--- src/rtl/alu_seq.sv ---
// alu_seq: clocked WIDTH-bit ALU with 16 opcodes, Z/C/V/N flags, a stored carry for ADC/SBB,
// and multi-cycle MULU/DIVU, with valid/ready handshakes on the command and result sides.
module alu_seq #(
   parameter int WIDTH         = 8,
   parameter bit ACTIVE_LOW_IO = 1'b0
) (
   input  logic             clk,
   input  logic             rst_n,
   input  logic             in_valid,
   output logic             in_ready,
   input  logic [WIDTH-1:0] a,
   input  logic [WIDTH-1:0] b,
   input  logic [3:0]       opcode,
   output logic             out_valid,
   input  logic             out_ready,
   output logic [WIDTH-1:0] result,
   output logic [WIDTH-1:0] result_hi,
   output logic             flag_z,
   output logic             flag_c,
   output logic             flag_v,
   output logic             flag_n,
   output logic             div_zero
);

   localparam int M  = WIDTH - 1;
   localparam int CW = $clog2(WIDTH);

   localparam logic [3:0] OP_ADD  = 4'h0, OP_SUB  = 4'h1, OP_AND  = 4'h2, OP_OR   = 4'h3;
   localparam logic [3:0] OP_XOR  = 4'h4, OP_NOT  = 4'h5, OP_SHL  = 4'h6, OP_SHR  = 4'h7;
   localparam logic [3:0] OP_ADC  = 4'h8, OP_SBB  = 4'h9, OP_SRA  = 4'hA, OP_ROL  = 4'hB;
   localparam logic [3:0] OP_MULU = 4'hC, OP_DIVU = 4'hD, OP_CMP  = 4'hE, OP_PASS = 4'hF;

   typedef enum logic [1:0] {S_IDLE, S_CALC, S_DONE} state_t;

   state_t           state_q, state_d;
   logic             in_ready_q, in_ready_d;
   logic             out_valid_q, out_valid_d;
   logic [WIDTH-1:0] result_q, result_d;
   logic [WIDTH-1:0] result_hi_q, result_hi_d;
   logic             flag_z_q, flag_z_d, flag_c_q, flag_c_d;
   logic             flag_v_q, flag_v_d, flag_n_q, flag_n_d;
   logic             div_zero_q, div_zero_d;
   logic             cst_q, cst_d;
   logic             is_div_q, is_div_d;
   logic [WIDTH-1:0] opd_q, opd_d;
   logic [WIDTH-1:0] acc_hi_q, acc_hi_d;
   logic [WIDTH-1:0] acc_lo_q, acc_lo_d;
   logic [CW-1:0]    cnt_q, cnt_d;

   logic [WIDTH-1:0] a_i, b_i;
   logic [3:0]       op_i;

   assign a_i  = a ^ {WIDTH{ACTIVE_LOW_IO}};
   assign b_i  = b ^ {WIDTH{ACTIVE_LOW_IO}};
   assign op_i = opcode ^ {4{ACTIVE_LOW_IO}};

   logic [WIDTH:0]   add_x, sub_x;
   logic [WIDTH-1:0] sc_res, sc_hi;
   logic             sc_z, sc_c, sc_v, sc_n, sc_dz;

   always_comb begin
      add_x  = {1'b0, a_i} + {1'b0, b_i} + {{WIDTH{1'b0}}, (op_i == OP_ADC) & cst_q};
      sub_x  = {1'b0, a_i} - {1'b0, b_i} - {{WIDTH{1'b0}}, (op_i == OP_SBB) & cst_q};
      sc_res = '0;
      sc_hi  = '0;
      sc_c   = 1'b0;
      sc_v   = 1'b0;
      sc_dz  = 1'b0;
      case (op_i)
         OP_ADD, OP_ADC: begin
            sc_res = add_x[M:0];
            sc_c   = add_x[WIDTH];
            sc_v   = (a_i[M] == b_i[M]) && (add_x[M] != a_i[M]);
         end
         OP_SUB, OP_SBB, OP_CMP: begin
            sc_res = (op_i == OP_CMP) ? a_i : sub_x[M:0];
            sc_c   = sub_x[WIDTH];
            sc_v   = (a_i[M] != b_i[M]) && (sub_x[M] != a_i[M]);
         end
         OP_AND:  sc_res = a_i & b_i;
         OP_OR:   sc_res = a_i | b_i;
         OP_XOR:  sc_res = a_i ^ b_i;
         OP_NOT:  sc_res = ~a_i;
         OP_SHL:  begin sc_res = {a_i[M-1:0], 1'b0};   sc_c = a_i[M]; end
         OP_SHR:  begin sc_res = {1'b0, a_i[M:1]};     sc_c = a_i[0]; end
         OP_SRA:  begin sc_res = {a_i[M], a_i[M:1]};   sc_c = a_i[0]; end
         OP_ROL:  begin sc_res = {a_i[M-1:0], a_i[M]}; sc_c = a_i[M]; end
         OP_DIVU: begin sc_res = '1; sc_hi = a_i; sc_dz = 1'b1; end
         OP_PASS: sc_res = b_i;
         default: sc_res = '0;
      endcase
      // CMP reports the flags of a-b while passing a through as the result
      sc_z = (op_i == OP_CMP) ? (sub_x[M:0] == '0) : (sc_res == '0);
      sc_n = (op_i == OP_CMP) ? sub_x[M] : sc_res[M];
   end

   logic [WIDTH:0]   mul_sum, div_shift;
   logic [WIDTH+1:0] div_trial;
   logic [WIDTH-1:0] it_hi, it_lo;

   always_comb begin
      mul_sum   = {1'b0, acc_hi_q} + (acc_lo_q[0] ? {1'b0, opd_q} : '0);
      div_shift = {acc_hi_q, acc_lo_q[M]};
      div_trial = {1'b0, div_shift} - {2'b00, opd_q};
      if (!is_div_q) begin
         it_hi = mul_sum[WIDTH:1];
         it_lo = {mul_sum[0], acc_lo_q[M:1]};
      end else if (div_trial[WIDTH+1]) begin
         it_hi = div_shift[M:0];
         it_lo = {acc_lo_q[M-1:0], 1'b0};
      end else begin
         it_hi = div_trial[M:0];
         it_lo = {acc_lo_q[M-1:0], 1'b1};
      end
   end

   always_comb begin
      state_d     = state_q;
      in_ready_d  = in_ready_q;
      out_valid_d = out_valid_q;
      result_d    = result_q;
      result_hi_d = result_hi_q;
      flag_z_d    = flag_z_q;
      flag_c_d    = flag_c_q;
      flag_v_d    = flag_v_q;
      flag_n_d    = flag_n_q;
      div_zero_d  = div_zero_q;
      cst_d       = cst_q;
      is_div_d    = is_div_q;
      opd_d       = opd_q;
      acc_hi_d    = acc_hi_q;
      acc_lo_d    = acc_lo_q;
      cnt_d       = cnt_q;
      case (state_q)
         S_IDLE: begin
            in_ready_d = 1'b1;
            if (in_valid && in_ready_q) begin
               in_ready_d = 1'b0;
               div_zero_d = 1'b0;
               if (op_i == OP_MULU || (op_i == OP_DIVU && b_i != '0)) begin
                  state_d  = S_CALC;
                  is_div_d = (op_i == OP_DIVU);
                  opd_d    = (op_i == OP_DIVU) ? b_i : a_i;
                  acc_lo_d = (op_i == OP_DIVU) ? a_i : b_i;
                  acc_hi_d = '0;
                  cnt_d    = '0;
               end else begin
                  state_d     = S_DONE;
                  out_valid_d = 1'b1;
                  result_d    = sc_res;
                  result_hi_d = sc_hi;
                  flag_z_d    = sc_z;
                  flag_c_d    = sc_c;
                  flag_v_d    = sc_v;
                  flag_n_d    = sc_n;
                  div_zero_d  = sc_dz;
                  cst_d       = sc_c;
               end
            end
         end
         S_CALC: begin
            acc_hi_d = it_hi;
            acc_lo_d = it_lo;
            cnt_d    = cnt_q + 1'b1;
            if (cnt_q == CW'(WIDTH - 1)) begin
               state_d     = S_DONE;
               out_valid_d = 1'b1;
               result_d    = it_lo;
               result_hi_d = it_hi;
               flag_z_d    = (it_lo == '0);
               flag_n_d    = it_lo[M];
               flag_v_d    = 1'b0;
               flag_c_d    = !is_div_q && (it_hi != '0);
               cst_d       = !is_div_q && (it_hi != '0);
            end
         end
         S_DONE: begin
            if (out_ready) begin
               state_d     = S_IDLE;
               out_valid_d = 1'b0;
               in_ready_d  = 1'b1;
            end
         end
         default: state_d = S_IDLE;
      endcase
   end

   always_ff @(posedge clk or negedge rst_n) begin
      if (!rst_n) begin
         state_q     <= S_IDLE;
         in_ready_q  <= 1'b0;
         out_valid_q <= 1'b0;
         result_q    <= '0;
         result_hi_q <= '0;
         flag_z_q    <= 1'b0;
         flag_c_q    <= 1'b0;
         flag_v_q    <= 1'b0;
         flag_n_q    <= 1'b0;
         div_zero_q  <= 1'b0;
         cst_q       <= 1'b0;
         is_div_q    <= 1'b0;
         opd_q       <= '0;
         acc_hi_q    <= '0;
         acc_lo_q    <= '0;
         cnt_q       <= '0;
      end else begin
         state_q     <= state_d;
         in_ready_q  <= in_ready_d;
         out_valid_q <= out_valid_d;
         result_q    <= result_d;
         result_hi_q <= result_hi_d;
         flag_z_q    <= flag_z_d;
         flag_c_q    <= flag_c_d;
         flag_v_q    <= flag_v_d;
         flag_n_q    <= flag_n_d;
         div_zero_q  <= div_zero_d;
         cst_q       <= cst_d;
         is_div_q    <= is_div_d;
         opd_q       <= opd_d;
         acc_hi_q    <= acc_hi_d;
         acc_lo_q    <= acc_lo_d;
         cnt_q       <= cnt_d;
      end
   end

   // handshake pins stay true-polarity; data and flag pins follow ACTIVE_LOW_IO
   assign in_ready  = in_ready_q;
   assign out_valid = out_valid_q;
   assign result    = result_q ^ {WIDTH{ACTIVE_LOW_IO}};
   assign result_hi = result_hi_q ^ {WIDTH{ACTIVE_LOW_IO}};
   assign flag_z    = flag_z_q ^ ACTIVE_LOW_IO;
   assign flag_c    = flag_c_q ^ ACTIVE_LOW_IO;
   assign flag_v    = flag_v_q ^ ACTIVE_LOW_IO;
   assign flag_n    = flag_n_q ^ ACTIVE_LOW_IO;
   assign div_zero  = div_zero_q ^ ACTIVE_LOW_IO;

endmodule

--- config.mk ---
export PLATFORM = sky130hd
export DESIGN_NAME = alu_seq
export DESIGN_NICKNAME = d
export VERILOG_FILES = /design/src/rtl/alu_seq.sv
export SDC_FILE = /design/constraint.sdc
export NUM_CORES = 1
export LEC_CHECK = 0
export ABC_CLOCK_PERIOD_IN_PS = 3600
export CAP_MARGIN = 20
export CORE_ASPECT_RATIO = 1.4
export CORE_MARGIN = 10
export CORE_UTILIZATION = 30
export DETAILED_ROUTE_END_ITERATION = 12
export GPL_TIMING_DRIVEN = 0
export HOLD_SLACK_MARGIN = 0.03
export MAX_ROUTING_LAYER = met4
export SETUP_SLACK_MARGIN = 0.02
export SKIP_CTS_REPAIR_TIMING = 1
export SLEW_MARGIN = 10
export SYNTH_ARGS = -nofsm -noshare
export SYNTH_HDL_FRONTEND = slang
export SYNTH_SLANG_ARGS = --single-unit
--- constraint.sdc ---
create_clock -name clk -period 3.6 [get_ports clk]
set_input_delay 0.72 -clock clk [delete_from_list [all_inputs] [get_ports clk]]
set_output_delay 0.72 -clock clk [all_outputs]
set_load 0.005 [all_outputs]
==> results.cfg, run 1 <==
; generated from flow reports
[grt]
busiest_layer = met2
grt_usage_pct = 16.5
met3_usage_pct = 1.15
grt_use_met1_pct = 16.9
antenna_found_initial = 0
grt_first_pass_wirelength_um = 30400

[floorplan]
die_y_um = 178
fp.dieW_um = 133
placementRows = 57
core-area_um2 = 17500
fp_util_pct = 30.8
chipArea_um2 = 23800

[critical_path]
cp_cell_sequence = clkbuf_2, buf_6, nor2_4, nand3_2, fa_2, fa_2, o21a_2, o22ai_4, o21ai_1, xnor2_1, a211o_1, a41o_1, nor2_1, a221oi_1
cp_num_cells = 14
crit_path_frequent_cell = fa_2
endpoint_kind = flip-flop
crit_required_ns = 3.74
crit_type = in2reg
crit_family = AND-OR/OR-AND gates
cp_max_fo = 10
rr_worst_depth = 13
rr_endpoint = cst_q
arrival_ns = 3.62
rrSetupSlack_ns = 0.47
crit_start = opcode[1]
reg2reg_from = acc_lo_q[0]

[flow_run]
tool_warnings = 43
cap_violations = 0

[status]
status = complete, no violations

[synthesis]
ys_seq_share_pct = 24.6
netlist.area_leader.share_pct = 24.6
ys_sh_mux_pct = 2.65
synthTopLogicFamily = AND-OR/OR-AND gates
ys_sh_adder_pct = 14.1
edf_count = 0
async_flop_share_pct = 100
avgSynthCellArea_um2 = 7.56
xor_area_share_pct = 2.77
dominantRegCellSynth = dfrtp_1
syn_nets = 793
ys_cells = 712
synth_flops = 53
synth.cellmix.compoundShare_pct = 27.4
ys_area_um2 = 5380

[detailed_routing]
ant_nets = 0
avgViaCountPerCell = 5.57
dr_total_vias = 5656
drtPass1Iterations = 5
drc = 0

[placement]
dp_cells = 994

[sta]
fin_skew_ns = 0.00521
rsz0062_at_grt = no
setup_slack_ns = 0.125
period_needed_ns = 3.47
max_freq_mhz = 288
worst_slew_pin_slew_ns = 0.922
setup_violations = 0
hold_viol_final = 0
finalClockPeriodUsage_pct = 96.5

[finish]
layout-drive-gt1-share_pct = 11.3
logic_area_um2 = 3860
num-fill-cells = 1847
diodes = 0
syn_to_final_growth_pct = 23.8
register_area_um2 = 1330
final_nets = 859

[pwr]
irDropWorstVdd_uv = 238
total_power_mw = 3.41
power_density_nw_per_um2 = 512
p_leak_nw = 2.93

[clock_network]
clock_path_buffers = 2
numCtsBuffers = 5
clkLatencyLatePin_ns = 0.30
clock_sinks = 53
htree_levels = 2

[hold_path]
min_path_type = in2async
-- run 1: layout by cell type, fill, tap and decap left out, drive strengths merged, types with 6 or more instances in the layout --
cell type,synthesis,layout
a21oi,32,32
a221oi,6,6
a22oi,13,13
a31oi,15,15
and2,13,13
buf,16,36
clkbuf,27,33
clkdlybuf4s50,0,32
dfrtp,53,53
dlymetal6s2s,0,8
fa,6,6
ha,51,51
inv,47,48
mux2i,12,12
nand2,113,113
nand2b,13,13
nand3,13,13
nor2,47,47
nor2b,10,10
nor3,17,17
o211ai,7,7
o21a,6,6
o21ai,77,77
o22ai,11,11
xnor2,12,12
-- run 1: metal layers --
layer  share of wire (%)  vias up
li1                    -     2678
met1                  38     2664
met2                  52      238
met3                 4.4       76
met4                 5.7        0
met5                   0        -
-- run 1: where the power goes --
| part | internal, mW | switching, mW | total (mW) |
|---|---|---|---|
| combinational | 0.796 | 1.07 | 1.87 |
| sequential | 0.800 | 0.179 | 0.978 |
| clock | 0.348 | 0.219 | 0.567 |
-- run 1: cell type report --
class,instances,area share (%)
sequential,53,19.9
clock inverter,1,0.451
tap,236,4.43
clock buffer,7,2.14
buffer,42,3.76
inverter,49,2.84
multi-input combinational,567,57.9
timing repair buffer,60,8.56
-- run 1: sequential cells by signal (all words and copies together) (netlist names) --
| name | count |
|---|---|
| opd_q | 8 |
| cnt_q | 3 |
| result_hi | 8 |
| cst_q | 1 |
| is_div_q | 1 |
| flag_v | 1 |
| acc_hi_q | 8 |
| result | 8 |
| flag_z | 1 |
| in_ready | 1 |
| flag_n | 1 |
| out_valid | 1 |
| state_q | 2 |
| div_zero | 1 |
| acc_lo_q | 8 |
-- run 1: cells in the mapped netlist (4+ instances only) --
| cell type | instances |
|---|---|
| a31oi_1 | 15 |
| xor2_1 | 5 |
| o211ai_1 | 7 |
| a211o_1 | 4 |
| a221oi_1 | 6 |
| o22ai_1 | 11 |
| and3_1 | 4 |
| a22oi_1 | 13 |
| o21a_1 | 6 |
| a211oi_1 | 4 |
| nand4_1 | 4 |
| nor3_1 | 17 |
| nand2_1 | 113 |
| nand3_1 | 13 |
| inv_1 | 47 |
| or3_1 | 4 |
| o21ai_0 | 76 |
| xnor2_1 | 12 |
| nor2b_1 | 10 |
| a21oi_1 | 32 |
| nor4_1 | 5 |
| ha_1 | 51 |
| a21o_1 | 5 |
| dfrtp_1 | 53 |
| mux2i_1 | 12 |
| nand2b_1 | 13 |
| nor2_1 | 46 |
| o31ai_1 | 5 |
| buf_2 | 13 |
| clkbuf_1 | 27 |
| fa_1 | 6 |
| and2_1 | 12 |
-- run 1: per-stage QoR --
step | area, um^2 | hold slack [ns]
2_1_floorplan | 5420 | 0.424
3_3_place_gp | 6170 | 0.458
3_5_place_dp | 6180 | 0.463
4_1_cts | 6360 | 0.388
5_1_grt | 6660 | 0.409
6_report | 6660 | 0.376
-- run 1: worst register-to-register path: cells and delay by family, from the launching register on --
kind	cells	cell delay, ns
AOI/OAI and AO/OA	4	1.08
and+or+nand+nor	4	0.69
DFF	1	0.37
adders and majority gates	2	0.37
buffers and inverters	2	0.29
xor gates and xnor gates	1	0.18
Run 1, cell classes on the final placement:
Fill, decap, tap and diode cells in gray.
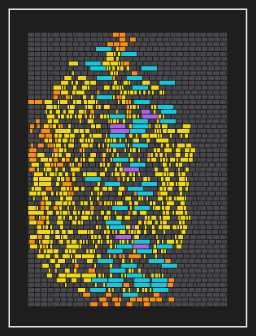
| color | class | cells | share of their area |
|---|---|---|---|
| cyan | flip-flops | 53 | 21% |
| yellow | all other logic | 616 | 64% |
| orange | other buffers and delay cells | 102 | 13% |
| purple | clock drivers and dummy loads | 8 | 2.7% |

Run 1, port wiring:
Bar = 50 um.
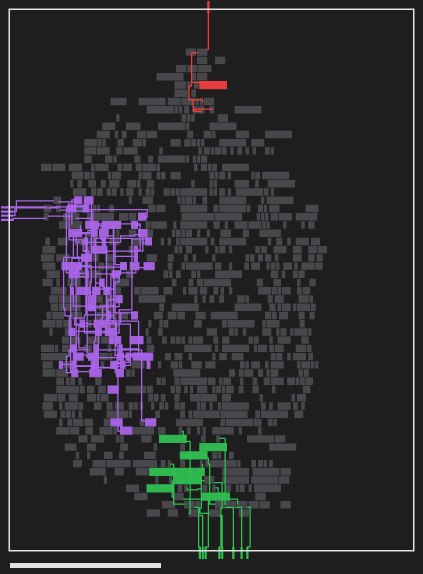
| color | port | bits | direction | end cells | buffers | wire |
|---|---|---|---|---|---|---|
| green | `result` | 8 | output | 8 | 8 | 273 um |
| red | `in_ready` | 1 | output | 1 | 1 | 62.0 um |
| purple | `opcode` | 4 | input | 82 | 17 | 1260 um |
IO Port Bufs: 45
# IOs: 47

Run 1, routed metal, one color a layer:
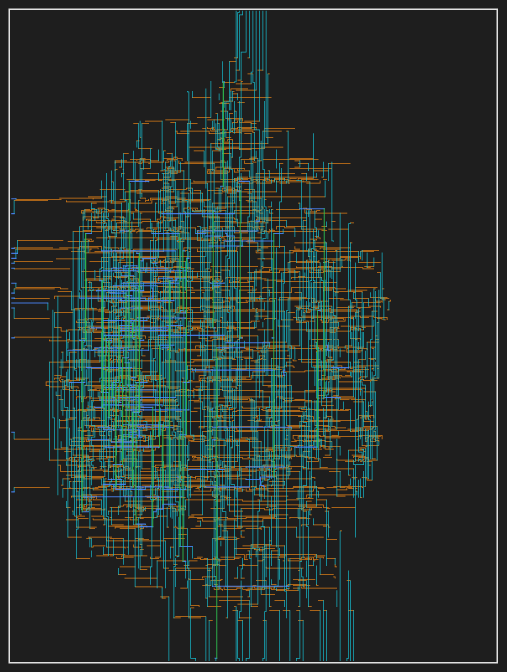
| color | layer | wire length |
|---|---|---|
| green | met4 | 1130 um |
| orange | met1 | 7440 um |
| blue | met3 | 863 um |
| cyan | met2 | 10400 um |
drt wl/cell: 19.5 um
Routed Wire Length: 19800 um

Run 1, cell sizes after repair:
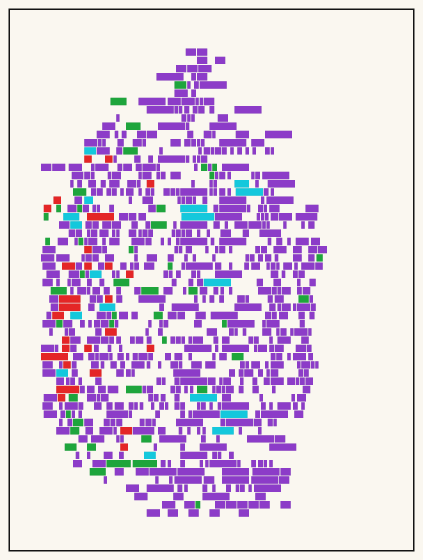
| color | size | cells | most used |
|---|---|---|---|
| green | drive 2 | 44 | buf_2 |
| red | drive 3 to 4 | 27 | buf_4 |
| cyan | drive 6 and up | 17 | buf_6 |
| purple | drive 1 or less | 691 | nand2_1 |

==> run 2, diff against run 1 <==
HOLD_SLACK_MARGIN = 0.1   (was 0.03)
Run 2, routed metal, one color a layer:
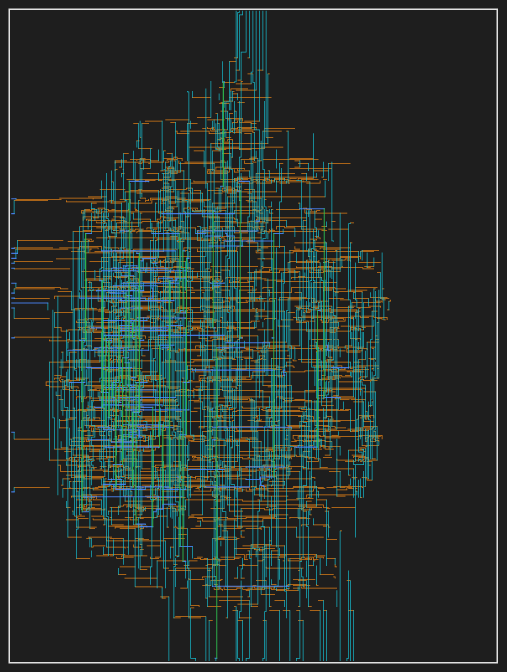
| color | layer | wire length |
|---|---|---|
| green | met4 | 1130 um |
| cyan | met2 | 10400 um |
| blue | met3 | 863 um |
| orange | met1 | 7440 um |

==> results.cfg, run 2 <==
; generated from flow reports
[flow_run]
cap_violations = 0
tool_warnings = 43

[finish]
layout-drive-gt1-share_pct = 11.3
lay_top_count = nand2_1
mostFrequentLayoutCells = nand2_1, o21ai_0, dfrtp_1
stdcell_area_um2 = 6660
final_nets = 859
diodes = 0
syn_to_final_growth_pct = 23.8

[detailed_routing]
drt-met1-wl_um = 7440
highest_layer = met4
ant_nets = 0
wl_um = 19800
drc = 0
wl_per_cell_um = 19.5
avgViaCountPerCell = 5.57
dr_wl_met2_um = 10400
wl_met3_um = 863
drtPass1Iterations = 5
dr_total_vias = 5656

[pwr]
irDropWorstVdd_uv = 238
power_density_nw_per_um2 = 512
p_leak_nw = 2.93
total_power_mw = 3.41

[grt]
antenna_found_initial = 0
grt_first_pass_wirelength_um = 30400

[placement]
portBuffers = 45
placed_cell_area_um2 = 6180
dp_cells = 994

[sta]
fin_skew_ns = 0.00521
max_freq_mhz = 288
hold_viol_final = 0
period_needed_ns = 3.47
setup_slack_ns = 0.125
finalClockPeriodUsage_pct = 96.5
worst_slew_pin_slew_ns = 0.922
rsz0062_at_grt = no
setup_violations = 0

[synthesis]
common_cells = nand2_1, o21ai_0, dfrtp_1
dominantRegCellSynth = dfrtp_1
async_flop_share_pct = 100
ys_seq_share_pct = 24.6
synth.most_common_cell = nand2_1
synth_flops = 53
edf_count = 0
syn_nets = 793
netlist.area_leader.share_pct = 24.6
ys_area_um2 = 5380

[floorplan]
fp.dieW_um = 133
chipArea_um2 = 23800
placementRows = 57
core-area_um2 = 17500
fp_util_pct = 30.8

[critical_path]
crit_start = opcode[1]
rr_worst_depth = 13
cp_cell_sequence = clkbuf_2, buf_6, nor2_4, nand3_2, fa_2, fa_2, o21a_2, o22ai_4, o21ai_1, xnor2_1, a211o_1, a41o_1, nor2_1, a221oi_1
crit_required_ns = 3.74
arrival_ns = 3.62
crit_path_frequent_cell = fa_2
cp_max_fo = 10

[clock_network]
numCtsBuffers = 5
clock_sinks = 53
htree_levels = 2

[hold_path]
min_path_type = in2async

[status]
status = complete, no violations
Run 2, cell classes on the final placement:
Fill, decap, tap and diode cells in gray.
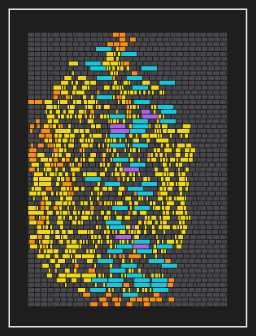
| color | class | cells | share of their area |
|---|---|---|---|
| yellow | all other logic | 616 | 64% |
| cyan | flip-flops | 53 | 21% |
| purple | clock drivers and dummy loads | 8 | 2.7% |
| orange | other buffers and delay cells | 102 | 13% |

## run 2: path summary, 6_finish.rpt
| path | to | slack [ns] |
|---|---|---|
| max | cst_q | 0.13 |
| min | result[6] | 0.38 |
| max reg2reg | cst_q | 0.47 |
| min reg2reg | result[5] | 0.47 |
| max in group asynchronous | acc_lo_q[6] | 2.67 |
| min in group clk | result[5] | 0.47 |
## run 2: cell families (layout without fill, tap and decap cells)
| kind of cell | Yosys count | in the layout | share of synthesized area (%) |
|---|---|---|---|
| mux | 14 | 14 | 2.65 |
| simple gates | 253 | 253 | 21.7 |
| buf+inv | 92 | 159 | 6.79 |
| fa+ha+maj | 57 | 57 | 14.1 |
| compound gates | 226 | 226 | 27.4 |
| xor+xnor | 17 | 17 | 2.77 |
| flops | 53 | 53 | 24.6 |
## run 2: cell type report
class / count / area (um^2)
Timing Repair Buffer: 60 / 571
Fill cell: 1847 / 10800
Sequential cell: 53 / 1330
Inverter: 49 / 189
Clock inverter: 1 / 30.0
Multi-Input combinational cell: 567 / 3860
Buffer: 42 / 250
Tap cell: 236 / 295
Clock buffer: 7 / 143
## run 2: worst max-delay path: cells and delay by family
kind                     cells  cell delay, ns
adder cells (fa/ha/maj)      2            0.78
AND/OR/NAND/NOR              3            0.38
AND-OR/OR-AND                6            1.28
buffers and inverters        2            0.32
XOR/XNOR                     1            0.13
## run 2: per-layer routing
| layer | track usage (%) | vias up |
|---|---|---|
| li1 | - | 2678 |
| met1 | 16.9 | 2664 |
| met2 | 30.6 | 238 |
| met3 | 1.15 | 76 |
| met4 | 9.77 | 0 |
| met5 | - | - |
## run 2: where the power goes
| group | switching (mW) | internal, mW |
|---|---|---|
| registers | 0.179 | 0.800 |
| logic | 1.07 | 0.796 |
| clock network | 0.219 | 0.348 |
| total | 1.47 | 1.94 |
## run 2: metrics by stage
step,TNS [ns],hold WS [ns]
after CTS,-6.76,0.388
after floorplan,0,0.424
after global routing,0,0.409
after global placement,-11.90,0.458
final,0,0.376
after detailed placement,-11.73,0.463
==> run 3, diff against run 2 <==
ABC_CLOCK_PERIOD_IN_PS = 3900   (was 3600)
CTS_CLUSTER_DIAMETER = 100   (was not set)
clock period = 3.9 ns   (was 3.6 ns; I/O delays follow)
Run 3, cell sizes after repair:
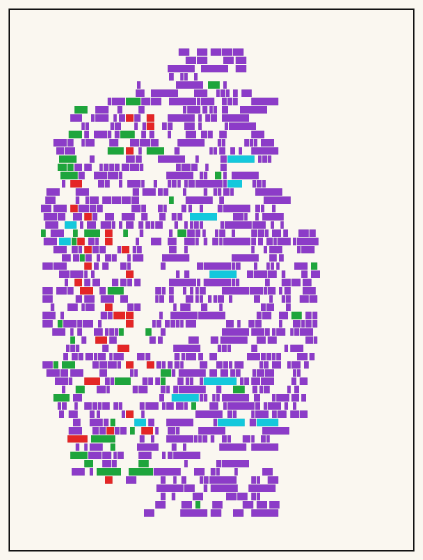
| color | size | cells | most used |
|---|---|---|---|
| green | drive 2 | 46 | buf_2 |
| red | drive 3 to 4 | 30 | buf_4 |
| purple | drive 1 or less | 696 | nand2_1 |
| cyan | drive 6 and up | 11 | clkbuf_16 |

Run 3, cell classes on the final placement:
Fill, decap, tap and diode cells in gray.
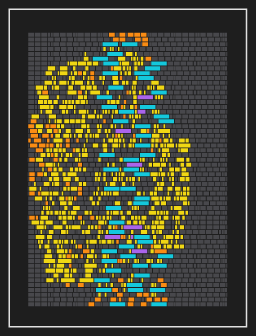
core area: 17500 um^2
Seq area share: 19.9%
post-route design area: 6650 um^2
row cnt: 57
Util after Layout: 38.1%

==> results.cfg, run 3 <==
; generated from flow reports
[status]
status = complete, no violations

[finish]
layout-drive-gt1-share_pct = 11.1
lay_top_count = nand2_1
num-fill-cells = 1822
diodes = 0
final_nets = 863
syn_to_final_growth_pct = 23.5
mostFrequentLayoutCells = nand2_1, o21ai_0, dfrtp_1

[floorplan]
fp_util_pct = 30.8
die_y_um = 178
io_pins = 47
fp.dieW_um = 133
chipArea_um2 = 23800

[synthesis]
ys_sh_mux_pct = 2.65
xor_area_share_pct = 2.77
ys_sh_adder_pct = 14.1
edf_count = 0
avgSynthCellArea_um2 = 7.56
syn_nets = 793
synth.cellmix.compoundShare_pct = 27.4
dominantRegCellSynth = dfrtp_1
yosysTopAreaCell = dfrtp_1
ys_cells = 712
async_flop_share_pct = 100
synthTopLogicFamily = AND-OR/OR-AND gates
synth_flops = 53
synth-simple-area-share_pct = 21.7
common_cells = nand2_1, o21ai_0, dfrtp_1
ys_area_um2 = 5380
ys_seq_share_pct = 24.6

[flow_run]
tool_warnings = 43
cap_violations = 0

[sta]
setup_violations = 0
fin_skew_ns = 0.00644
period_needed_ns = 3.74
finalClockPeriodUsage_pct = 96.0
max_freq_mhz = 267
hold_viol_final = 0

[pwr]
power_density_nw_per_um2 = 474
irDropWorstVdd_uv = 173
total_power_mw = 3.15
p_leak_nw = 2.90

[placement]
portBuffers = 45
dp_cells = 994

[detailed_routing]
wl_um = 20000
wl_per_cell_um = 19.6
dr_total_vias = 5626
avgViaCountPerCell = 5.52
drtPass1Iterations = 5

[clock_network]
clock_path_buffers = 2
clkLatencyLatePin_ns = 0.30
clock_sinks = 53
htree_levels = 2
numCtsBuffers = 5

[critical_path]
crit_required_ns = 4.05
crit_type = in2reg
critPathMaxStageDelay_ns = 0.47
arrival_ns = 3.89
endpoint_kind = flip-flop
cp_max_fo = 9

[grt]
antenna_found_initial = 0
grt_first_pass_wirelength_um = 30600
grt_usage_pct = 16.7
run 3: cell counts after synthesis:
Identical to the previous run, type by type.
run 3: final cells by class:
| cell class | instances | area [um^2] | area share (%) |
|---|---|---|---|
| buffer | 42 | 206 | 3.10 |
| clock buffer | 7 | 143 | 2.14 |
| clock inverter | 1 | 30.0 | 0.452 |
| inverter | 49 | 191 | 2.88 |
| multi-input combinational | 567 | 3840 | 57.8 |
| sequential | 53 | 1330 | 19.9 |
| tap | 236 | 295 | 4.44 |
| timing repair buffer | 64 | 613 | 9.22 |
run 3: worst paths after layout:
path	startpoint	endpoint	slack, ns	depth (start not counted)
max in group asynchronous	rst_n	cnt_q[1]	2.78	2
min in group asynchronous	rst_n	result_hi[5]	0.53	1
worst min register to register	result_hi[3]	result_hi[3]	0.48	2
worst max-delay path	a[3]	cst_q	0.16	13
worst min-delay path	result_hi[3]	result_hi[3]	0.48	2
worst max register to register	acc_lo_q[0]	cst_q	0.74	13
run 3: logic make-up (layout without fill, tap and decap cells):
kind of cell    after synthesis  in the layout
compound gates              226            226
simple gates                253            253
buf+inv                      92            163
mux                          14             14
xor+xnor                     17             17
flops                        53             53
fa+ha+maj                    57             57
run 3: report_power, final:
part / total (mW) / internal (mW) / switching, mW
Combinational: 1.73 / 0.739 / 0.992
Sequential: 0.897 / 0.738 / 0.159
Clock: 0.525 / 0.321 / 0.204
Total: 3.15 / 1.80 / 1.35
run 3: routing by layer:
metal / part of all wire, % / track usage [%] / vias up
li1: - / - / 2690
met1: 36 / 16.3 / 2675
met3: 4.3 / 0.957 / 59
met4: 5.5 / 10.4 / 0
met2: 54 / 31.7 / 202
met5: 0 / - / -
run 3: critical path, delay by kind of cell:
family | cells | cell delay (ns)
xor+xnor | 1 | 0.13
simple gates | 1 | 0.37
buf+inv | 3 | 0.78
fa+ha+maj | 2 | 0.70
compound gates | 6 | 1.13
run 3: stage by stage:
stage	instance area [um^2]	hold WS, ns	setup TNS [ns]	setup slack [ns]
5_1_grt	6650	0.511	-0.00242	-0.00139
3_3_place_gp	6130	0.464	-11.44	-1.44
3_5_place_dp	6140	0.469	-11.50	-1.42
6_report	6650	0.479	0	0.157
4_1_cts	6320	0.485	-8.21	-1.14
2_1_floorplan	5380	0.454	0	0.0712
No activity file was given, so power comes from the tool's default toggle rates.
